==> config.mk <==
export PLATFORM = sky130hd
export DESIGN_NAME = mips_reg_dump_reader
export DESIGN_NICKNAME = d
export VERILOG_FILES = /design/src/rtl/mips_pkg.sv /design/src/rtl/mips_reg_dump_reader.sv
export SDC_FILE = /design/constraint.sdc
export NUM_CORES = 1
export LEC_CHECK = 0
export CORE_MARGIN = 10
export CORE_UTILIZATION = 47
export DETAILED_ROUTE_END_ITERATION = 10
export GPL_TIMING_DRIVEN = 1
export PLACE_DENSITY_LB_ADDON = 0.08
export SLEW_MARGIN = 5
export SYNTH_ARGS = -nofsm -noshare
export SYNTH_HDL_FRONTEND = slang
export SYNTH_SLANG_ARGS = --single-unit
export TNS_END_PERCENT = 20
==> constraint.sdc <==
create_clock -name clk -period 1.9 [get_ports clk]
set_clock_uncertainty 0.2 [all_clocks]
set_input_delay 0.57 -clock clk [delete_from_list [all_inputs] [get_ports clk]]
set_output_delay 0.57 -clock clk [all_outputs]
set_load 0.05 [all_outputs]
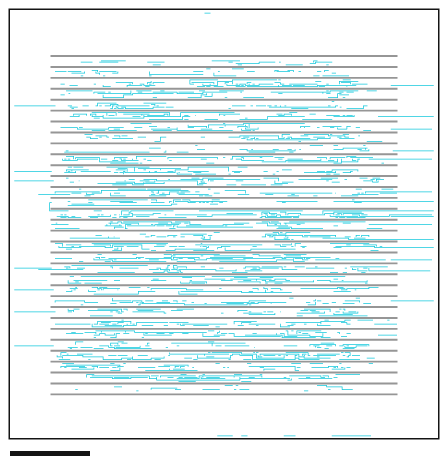
Fig. 1. M1 wires (run 1).
Bar = 20 µm. Supply wires on this layer in gray.
nets with wire on the layer: 487
share of all routed wire: 41%
grt met1 use: 21.0%
routed wire length: 10.6 mm

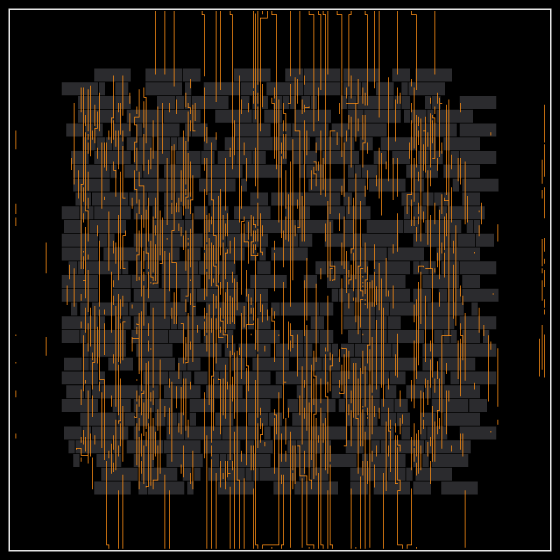
Fig. 2. Metal 2 (run 1).
main direction: vertical
longest straight run: 46.6 µm
GRT met2 Usage: 32.2%
via count: 3246

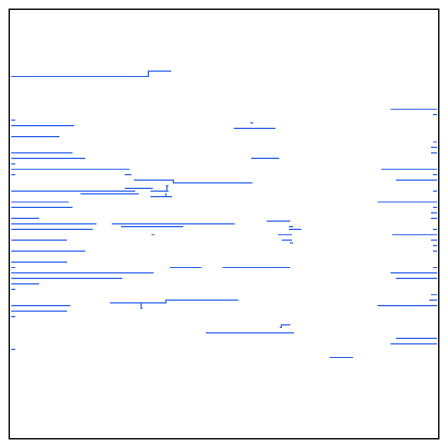
Fig. 3. Signal wires on met3 (run 1).
longest straight run: 35.2 µm
nets with wire on the layer: 69
wire length on this layer: 746 µm
share of all routed wire: 7.0%
main direction: horizontal
M3 GR Usage: 7.01%

==> results.toml, run 1 <==
# generated from flow reports
[final_layout]
layout.nonclk_buf_share_pct = 36.1
finalNonFillerCells = 622
syn2layout_area_growth_pct = 61.1
n_all_buffers = 136
seq_share_pct = 26.8
fin_util_pct = 78.0
logic_gates = 291
comb_area_share_pct = 31.0
final_common_cell = "nand2_1"
antenna_cells = 0
layout_top_cells = "nand2_1 (105), buf_12 (76), dfxtp_1 (75)"
comb_area_um2 = 1760
clk_share_pct = 3.67
seq_cell_count = 76
finish.net_count = 556

[worst_setup_path]
worstPathMaxFanout = 8
cp.depth = 5
reg2regPathDepth = 4
cpMaxStageDelayCell = "clkdlybuf4s50_1"
rrSetupSlack_ns = 0.23
path_cells = "clkdlybuf4s50_1 -> and4b_1 -> buf_4 -> nand3b_1 -> o21ai_2"
start_kind = "input pin"

[clock_network]
root_buffer = "clkbuf_8"
ctsHoldBuffers = 0
clock-sinks = 76
cts-htree-levels = 3
clockBufferDepth = 2
cts_tree = "done"
cts_resized = 0
clk_latency_ns = 0.35

[synthesis]
top_cell = "nand2_1"
ys_sh_mux_pct = 0.390
ys.flop_type = "dfxtp_1"
ys_warn_count = 0
synth_async_sr_flop_share_pct = 0
xor_area_share_pct = 0
logic_family = "simple AND/OR/NAND/NOR gates"
aoi_share_pct = 14.0
edf_count = 0
ys_seq_share_pct = 43.1

[min_path]
min_path_cells = 2
hp-class = "reg -> reg"

[drt]
top_layer_used = "met4"
dr.pass1.iters = 4
met3_length_um = 746
wl_met1_mm = 4.30

[power_and_ir_drop]
top_power_group = "sequential cells"
p_clk_mw = 1.32
swShare_pct = 28.0
p_switching_mw = 1.07
power_leakage_nw = 2.11
ir_drop_uv = 468

[outcome]
outcome = "finished clean"

[sta]
setup_slack_ns = 0.0756
max_freq_mhz = 548
slew_violations = 0
setup_viol = 0
final.setup.tns_ns = 0
worstMarginPinSlew_ns = 0.389
fin_hold_ws_ns = 0.297

[place]
dpl_cell_area_um2 = 5480
gp_congestion = 0.768
numPortBuffers = 109
dp_cells = 606

[die]
die_w_um = 107
rows = 31
core_um2 = 7290
num_tap_cells = 99
fp_util_pct = 48.4

[grt]
grt-busiest-layer = "met2"
grt_pass1_wl_mm = 17.3
grt_pass1_vias = 3365

[run]
maxCapViolCount = 0
warnings = 26
Fig. 4: run 1, routing congestion map
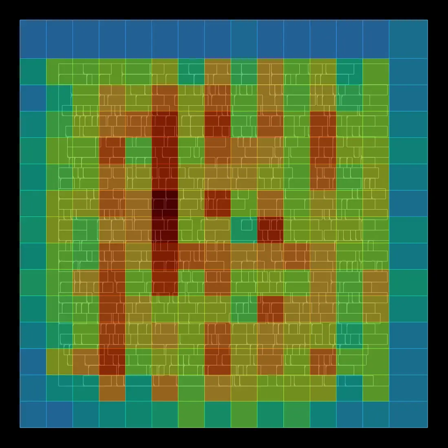

==> inputs of run 2 (changes only) <==
==> constraint.sdc (replaced) <==
create_clock -name clk -period 1.9 [get_ports clk]
set_clock_uncertainty 0.2 [all_clocks]
set_input_delay 0.57 -clock clk [delete_from_list [all_inputs] [get_ports clk]]
set_output_delay 0.57 -clock clk [all_outputs]
set_load 0.02 [all_outputs]
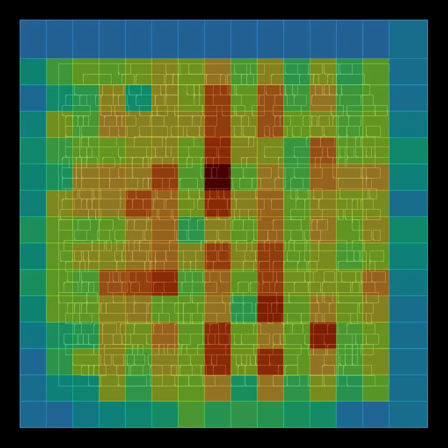
Fig. 5. Routing congestion map (run 2).
grt met1 use: 20.9%
M3 GR Usage: 4.91%
Post-Route Utilization: 67.7%
GRT met2 Usage: 29.3%

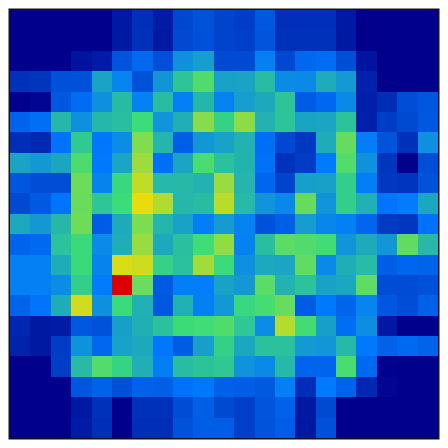
Fig. 6. Routed metal per tile (run 2).
21 x 21 tiles, from dark blue (low) to red (high), scaled to the fullest tile. Values are wire area over tile area, all layers added.
tiles over half the peak: 10%
mean over tiles: 0.14
fullest tile: 0.54
nearly empty tiles: 14%
via count: 3171
routed wire length: 9.99 mm

==> results.toml, run 2 <==
# generated from flow reports
[place]
gp_congestion = 0.755
dpl_cell_area_um2 = 4800
dp_cells = 613

[power_and_ir_drop]
p_switching_uw = 937
power_leakage_nw = 2.10
top_power_group = "sequential cells"
p_clk_mw = 1.44

[final_layout]
comb_area_share_pct = 35.7
layout.nonclk_buf_share_pct = 26.0
final_common_cell = "nand2_1"
syn2layout_area_growth_pct = 39.8
antenna_cells = 0
finalNonFillerCells = 629
layout_top_cells = "nand2_1 (105), dfxtp_1 (75), dlygate4sd2_1 (57)"
logic_gates = 291

[run]
warnings = 26
maxCapViolCount = 0

[synthesis]
ys_warn_count = 0
top_cell = "nand2_1"
synth_async_sr_flop_share_pct = 0
ys.flop_type = "dfxtp_1"

[die]
die_w_um = 107
fp_util_pct = 48.4
core_um2 = 7290

[clock_network]
clk_latency_ns = 0.34
root_buffer = "clkbuf_8"
clock-sinks = 76
cts-htree-levels = 3

[sta]
slew_violations = 0
fin_hold_ws_ns = 0.268
final.setup.tns_ns = 0
worstMarginPinSlew_ns = 0.308
setup_slack_ns = 0.0531

[worst_setup_path]
rrSetupSlack_ns = 0.27
start_kind = "flip-flop"
worstPathMaxFanout = 3

[drt]
met3_length_um = 589
top_layer_used = "met4"
dr.pass1.iters = 4
wl_met1_mm = 4.51

[min_path]
min_path_cells = 2

[grt]
grt_pass1_vias = 3211
grt-busiest-layer = "met2"

[outcome]
outcome = "finished clean"
